[config.mk]
export PLATFORM = sky130hd
export DESIGN_NAME = serial_add_ctrl_flat
export DESIGN_NICKNAME = d
export VERILOG_FILES = /design/src/rtl/serial_add_ctrl_if.sv /design/src/rtl/serial_add_ctrl.sv /design/src/flat_wrapper.sv
export SDC_FILE = /design/constraint.sdc
export NUM_CORES = 1
export LEC_CHECK = 0
export CAP_MARGIN = 20
export CORE_MARGIN = 2
export CORE_UTILIZATION = 51
export DETAILED_ROUTE_END_ITERATION = 12
export GPL_TIMING_DRIVEN = 0
export PLACE_DENSITY = 0.86
export SLEW_MARGIN = 20
export SYNTH_ARGS = -nofsm -noshare
export SYNTH_HDL_FRONTEND = slang
export SYNTH_SLANG_ARGS = --single-unit
[constraint.sdc]
create_clock -name clk -period 1.6 [get_ports clk]
set_input_delay 0.4 -clock clk [delete_from_list [all_inputs] [get_ports clk]]
set_output_delay 0.4 -clock clk [all_outputs]
set_load 0.02 [all_outputs]
[src/rtl/serial_add_ctrl_if.sv]
// Request/result bundle between the accumulation logic and the bit-serial adder sequencer.
// The sub signal exists only when SERIAL_ADD_SUB_EN is defined.
interface serial_add_ctrl_if #(
    parameter int W = 8
);
    logic         start;
    logic [W-1:0] opA;
    logic [W-1:0] opB;
    logic         cin;
`ifdef SERIAL_ADD_SUB_EN
    logic         sub;
`endif
    logic         busy;
    logic         done;
    logic [W-1:0] sum;
    logic         cout;

    modport master (
`ifdef SERIAL_ADD_SUB_EN
        output sub,
`endif
        output start, opA, opB, cin,
        input  busy, done, sum, cout
    );

    modport slave (
`ifdef SERIAL_ADD_SUB_EN
        input  sub,
`endif
        input  start, opA, opB, cin,
        output busy, done, sum, cout
    );
endinterface

[src/rtl/serial_add_ctrl.sv]
// Bit-serial W-bit adder sequencer sharing one external full_adder cell, LSB first.
// Define SERIAL_ADD_SUB_EN to add the subtract-select input (a - b via ~b and carry-in 1).
module serial_add_ctrl #(
    parameter int W = 8
) (
    input  logic             clk,
    input  logic             rst,
    serial_add_ctrl_if.slave bus,
    output logic             o_faA,
    output logic             o_faB,
    output logic             o_faC,
    input  logic             i_faS,
    input  logic             i_faCout
);
    localparam int CW = $clog2(W);
    localparam logic [CW-1:0] LAST = CW'(W - 1);

    typedef enum logic [1:0] {IDLE, RUN, DONE} stateT;

    stateT         r_state;
    stateT         w_next;
    logic [W-1:0]  r_aSh;
    logic [W-1:0]  r_bSh;
    logic [W-2:0]  r_sSh;
    logic          r_cReg;
    logic [CW-1:0] r_cnt;
    logic [W-1:0]  r_sum;
    logic          r_cout;
    logic          w_sub;

`ifdef SERIAL_ADD_SUB_EN
    assign w_sub = bus.sub;
`else
    assign w_sub = 1'b0;
`endif

    always_ff @(posedge clk or posedge rst) begin
        if (rst) r_state <= IDLE;
        else     r_state <= w_next;
    end

    always_comb begin
        w_next = r_state;
        case (r_state)
            IDLE:    if (bus.start) w_next = RUN;
            RUN:     if (r_cnt == LAST) w_next = DONE;
            DONE:    w_next = IDLE;
            default: w_next = IDLE;
        endcase
    end

    // The adder cell only sees live operand bits during RUN; it is parked at 0 otherwise.
    always_comb begin
        bus.busy = 1'b0;
        bus.done = 1'b0;
        o_faA    = 1'b0;
        o_faB    = 1'b0;
        o_faC    = 1'b0;
        case (r_state)
            RUN: begin
                bus.busy = 1'b1;
                o_faA    = r_aSh[0];
                o_faB    = r_bSh[0];
                o_faC    = r_cReg;
            end
            DONE: begin
                bus.busy = 1'b1;
                bus.done = 1'b1;
            end
            default: ;
        endcase
    end

    // Sum bits enter at the top of a W-1 bit shifter; the last bit comes straight from the cell.
    always_ff @(posedge clk or posedge rst) begin
        if (rst) begin
            r_aSh  <= '0;
            r_bSh  <= '0;
            r_sSh  <= '0;
            r_cReg <= 1'b0;
            r_cnt  <= '0;
            r_sum  <= '0;
            r_cout <= 1'b0;
        end else begin
            case (r_state)
                IDLE: begin
                    if (bus.start) begin
                        r_aSh  <= bus.opA;
                        r_bSh  <= w_sub ? ~bus.opB : bus.opB;
                        r_cReg <= w_sub ? 1'b1 : bus.cin;
                        r_cnt  <= '0;
                    end
                end
                RUN: begin
                    r_sSh  <= (r_sSh >> 1) | ((W-1)'(i_faS) << (W - 2));
                    r_aSh  <= r_aSh >> 1;
                    r_bSh  <= r_bSh >> 1;
                    r_cReg <= i_faCout;
                    r_cnt  <= r_cnt + 1'b1;
                    if (r_cnt == LAST) begin
                        r_sum  <= {i_faS, r_sSh};
                        r_cout <= i_faCout;
                    end
                end
                default: ;
            endcase
        end
    end

    assign bus.sum  = r_sum;
    assign bus.cout = r_cout;
endmodule

[src/flat_wrapper.sv]
// flat-port wrapper written by rule: the top's interface ports become plain ports
module serial_add_ctrl_flat 
#(
    parameter int W = 8
)
  (clk, rst, o_faA, o_faB, o_faC, i_faS, i_faCout, bus_start, bus_opA, bus_opB, bus_cin, bus_busy, bus_done, bus_sum, bus_cout);
  serial_add_ctrl_if #(.W(W)) bus_i ();
  input  logic clk;
  input  logic rst;
  output logic o_faA;
  output logic o_faB;
  output logic o_faC;
  input  logic i_faS;
  input  logic i_faCout;
  input wire logic [$bits(bus_i.start)-1:0] bus_start;
  input wire logic [$bits(bus_i.opA)-1:0] bus_opA;
  input wire logic [$bits(bus_i.opB)-1:0] bus_opB;
  input wire logic [$bits(bus_i.cin)-1:0] bus_cin;
  output wire logic [$bits(bus_i.busy)-1:0] bus_busy;
  output wire logic [$bits(bus_i.done)-1:0] bus_done;
  output wire logic [$bits(bus_i.sum)-1:0] bus_sum;
  output wire logic [$bits(bus_i.cout)-1:0] bus_cout;
  assign bus_i.start = bus_start;
  assign bus_i.opA = bus_opA;
  assign bus_i.opB = bus_opB;
  assign bus_i.cin = bus_cin;
  assign bus_busy = bus_i.busy;
  assign bus_done = bus_i.done;
  assign bus_sum = bus_i.sum;
  assign bus_cout = bus_i.cout;
  serial_add_ctrl #(.W(W)) u_core (.clk(clk), .rst(rst), .bus(bus_i), .o_faA(o_faA), .o_faB(o_faB), .o_faC(o_faC), .i_faS(i_faS), .i_faCout(i_faCout));
endmodule
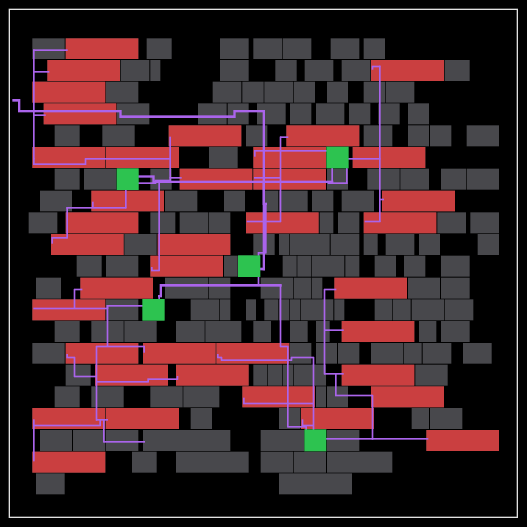
Figure 1: run 1, clock network drawn from the DEF.
(8 px per µm)
[clock-net drivers] green | count: 5
[clock wires] purple | length: 446 µm
[flip-flops] red | count: 38
flops lie: spread over the die

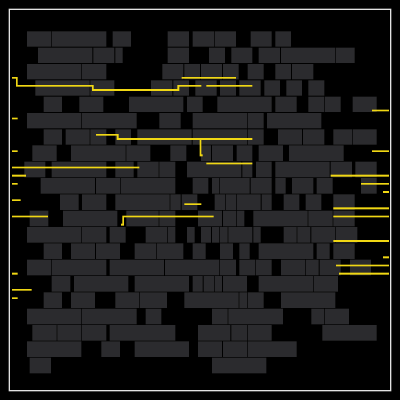
Figure 2: run 1, met3 routing.
(6 px per µm)
nets with wire on the layer: 25
longest straight run: 22.3 µm
wire length on this layer: 206 µm
via count: 1288
M3 GR Usage: 8.04%
routed wire length: 3780 µm

==> results.cfg, run 1 <==
; physical design summary
[status]
status = complete, but fails checks
violations = negative setup slack

[synthesis]
simple_gate_share_pct = 12.8
ys_sh_adder_pct = 3.49
synthesis.nets = 166
synth-edff-count = 0
mux_share_pct = 10.8
top_area_cell = dfrtp_1
synth.comb.largest_family = AND-OR/OR-AND gates
syn_area_um2 = 1790
yosysMostFrequentCell = dfrtp_1
async_flop_share_pct = 100

[floorplanning]
rows = 21
tap_cells = 46
fp-utilization_pct = 53.3

[critical_path]
crit_fanout = 5
criticalPathCategory = flip-flop to output port
crit_path_start = u_core.r_state[0]$_DFFE_PP0P_
rr_worst_depth = 6
crit_end = o_faC

[place]
place.gp.congestion = 0.783
dpl.hpwl_um = 2540
io_buffers = 34

[finish]
comb_share_pct = 33.7
drive_gt1_share_pct = 32.8
comb_cells = 89
inv_count = 4
clk_share_pct = 3.41
synthToLayoutAreaGrowth_pct = 34.8
largestClassByArea = sequential cells
flop-count = 38
buffer_area_share_pct = 20.5

[clock_network]
cts-root-buf = clkbuf_4
cts_tree = yes

[final_timing]
setup_violations = 20
finalWorstSetupSlack_ns = -0.251
tightest_slew_ns = 0.770
final_hold_viol_count = 0
grt_setup_unrepaired = yes
max_slew_margin_pct = 48.6

[min_path]
hold_path_depth = 3
holdPathEnd = u_core.r_bSh[1]$_DFFE_PP0P_
hp-start = bus_start

[routing]
drc_errors = 0

[job]
tool_warnings = 30
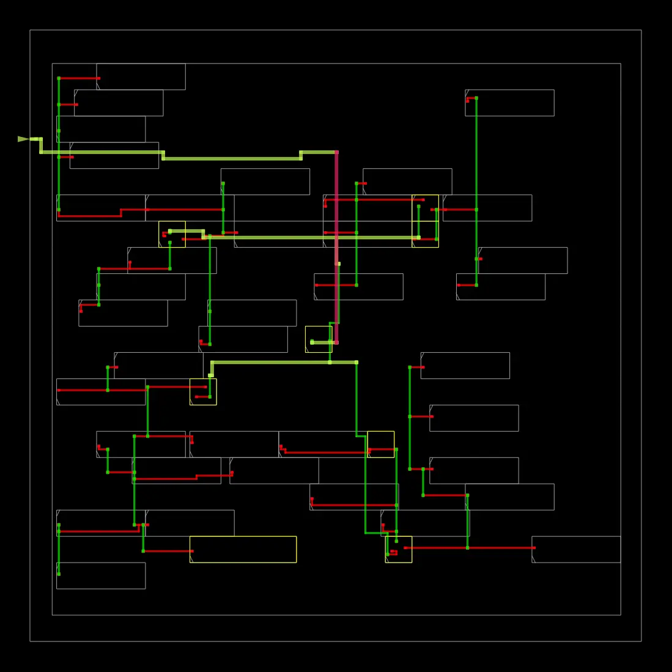
Figure 3: run 1, clock nets.
Late-Pin Clk Latency: 0.35 ns
TritonCTS Sinks: 38

-- run 1: timing repair --
item / CTS / global route
buffers inserted: 7 / 3
endpoints found under the setup margin: 20 / 34
hold buffers: 0 / 0
pin swaps: 1 / 0
gates resized: 49 / 7
gates cloned: 0 / 1
-- run 1: stage by stage --
stage,std cells,area (µm²),power [mW]
4_1_cts,234,2360,4.47
2_1_floorplan,139,1790,3.00
3_3_place_gp,219,2190,3.51
3_5_place_dp,219,2190,3.63
6_report,238,2420,4.59
5_1_grt,238,2420,4.89
-- run 1: layer usage --
metal  up-vias  track usage [%]  part of all wire [%]
li1        607                -                     -
met1       645             25.5                    44
met2        34             35.2                    50
met3         2             8.04                   5.4
met4         0             6.52                  0.50
met5         -                0                     0
-- run 1: cell families after synthesis --
| group | after synthesis |
|---|---|
| buf+inv | 12 |
| flops | 38 |
| fa+ha+maj | 5 |
| compound gates | 33 |
| simple gates | 34 |
| mux | 17 |
-- run 1: state kept, by name, indices dropped and copies added, names as in the netlist --
| signal | count |
|---|---|
| u_core.r_cReg | 1 |
| u_core.r_cnt | 3 |
| u_core.bus.cout | 1 |
| u_core.bus.sum | 8 |
| u_core.r_sSh | 7 |
| u_core.r_state | 2 |
| u_core.r_aSh | 8 |
| u_core.r_bSh | 8 |
-- run 1: report_power, final --
part           switching (mW)  total [mW]  leakage, nW  internal [mW]
Clock                   0.332       0.660       0.0374          0.328
Combinational            1.05        2.33        0.630           1.28
Sequential              0.238        1.61        0.453           1.37
Total                    1.62        4.59         1.12           2.98
-- run 1: critical path, stage by stage (launching register included) --
cell	delay, ns
dfrtp_1	0.44
ha_4	0.18
buf_6	0.11
buf_8	0.12
and2_4	0.13
buf_6	0.12
Figure 4. Placed cells, one color a class (run 1).
(4 px per µm)
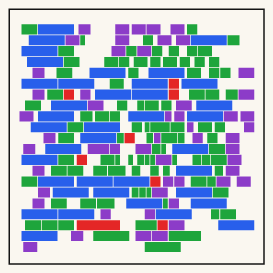

==> run 2: changes to the inputs <==
--- a/config.mk
+++ b/config.mk
@@ -10,7 +10,7 @@
 export CORE_UTILIZATION = 51
 export DETAILED_ROUTE_END_ITERATION = 12
 export GPL_TIMING_DRIVEN = 0
-export PLACE_DENSITY = 0.86
+export PLACE_DENSITY = 0.85
 export SLEW_MARGIN = 20
 export SYNTH_ARGS = -nofsm -noshare
 export SYNTH_HDL_FRONTEND = slang
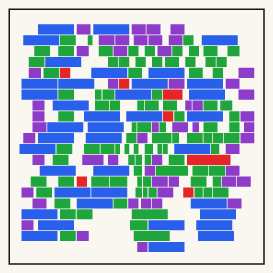
Figure 5: run 2, placed cells, one color a class.
(4 px per µm)
[remaining buffers and delay cells] purple | cells: 52
[registers] blue | cells: 38
[remaining logic cells] green | cells: 93
[clock drivers and dummy loads] red | cells: 7
Core Area: 3360 µm²
flop share of the area: 39.6%
design area: 2400 µm²

==> run 2 against run 1 <==
  * The run still ends with negative setup slack left
  * Sequential power about the same
  * Combinational power barely moved
  * Highest routed layer unchanged
  * Count of clock-buffer cells in the layout increased by 1
  * Worst setup slack better by 0.020 ns
  * First-iteration DRC count grew 5.4%
  * Final area shrank 0.83%
  * Clock skew increased by 0.0076 ns
  * Maximum frequency grew 1.1%
  * Critical endpoint unchanged
==> results.cfg, run 2 <==
; physical design summary
[status]
status = complete, but fails checks
violations = negative setup slack

[synthesis]
yosysMostFrequentCell = dfrtp_1
syn_area_um2 = 1790
top_area_cell = dfrtp_1
synth.comb.largest_family = AND-OR/OR-AND gates
synthesis.nets = 166

[place]
place.gp.congestion = 0.761

[final_timing]
max_slew_margin_pct = 48.3
final_hold_viol_count = 0
tightest_slew_ns = 0.775
setup_violations = 19
finalWorstSetupSlack_ns = -0.230

[routing]
drc_errors = 0
route.met3.wl_um = 197
wl_um = 3700
wl_met2_um = 1890
route.vias.total = 1281

[power]
clock_power_mw = 0.667
seq_power_share_pct = 35.1
p_comb_share_pct = 50.3
seq_cell_power_mw = 1.61

[floorplanning]
fp-utilization_pct = 53.3

[min_path]
hold_path_depth = 3

[critical_path]
cp_common_cell = buf_6
worst_path_max_delay_cell = dfrtp_1
rr_worst_depth = 7

[clock_network]
post_cts_buffers = 9
cts_tree = yes
cts_hold_buf = 0

[finish]
drive_gt1_share_pct = 32.1
-- run 2: cell counts after synthesis --
Identical to the previous run, type by type.
-- run 2: per-stage QoR --
step	cell area (µm²)	setup TNS [ns]	utilization, %	hold slack, ns	setup WS, ns
2_1_floorplan	1790	0	-	0.454	0.0317
3_3_place_gp	2190	-17.26	65.2	0.473	-0.589
3_5_place_dp	2190	-2.45	65.2	0.495	-0.646
4_1_cts	2390	-0.977	71.1	0.416	-0.232
5_1_grt	2400	-2.44	71.3	0.445	-0.280
6_report	2400	-1.26	71.3	0.427	-0.230
-- run 2: final cells by class --
type	instances	area [µm²]	share of cell area (%)
Sequential cell	38	951	39.6
Multi-Input combinational cell	89	813	33.9
Timing Repair Buffer	44	407	17.0
Buffer	8	71.3	2.97
Tap cell	46	57.6	2.40
Clock buffer	6	51.3	2.14
Clock inverter	1	30.0	1.25
Inverter	4	17.5	0.730
-- run 2: worst paths after layout --
check                                                    from                       endpoint  slack [ns]
worst min-delay path                                bus_start    u_core.r_bSh[1]$_DFFE_PP0P_        0.43
max in group asynchronous                                 rst    u_core.r_bSh[2]$_DFFE_PP0P_        0.59
worst min register to register  u_core.bus.sum[6]$_DFFE_PP0P_  u_core.bus.sum[6]$_DFFE_PP0P_        0.51
worst max register to register  u_core.r_state[1]$_DFFE_PP0P_    u_core.r_bSh[6]$_DFFE_PP0P_       -0.06
worst max-delay path            u_core.r_state[1]$_DFFE_PP0P_                          o_faC       -0.23
min in group asynchronous                                 rst    u_core.r_aSh[5]$_DFFE_PP0P_        0.50
-- run 2: metal layers --
metal,vias up,global-route usage [%]
met3,5,7.14
met1,639,24.9
li1,601,-
met4,0,4.89
met2,36,35.1
met5,-,0
No activity file was given, so power comes from the tool's default toggle rates.
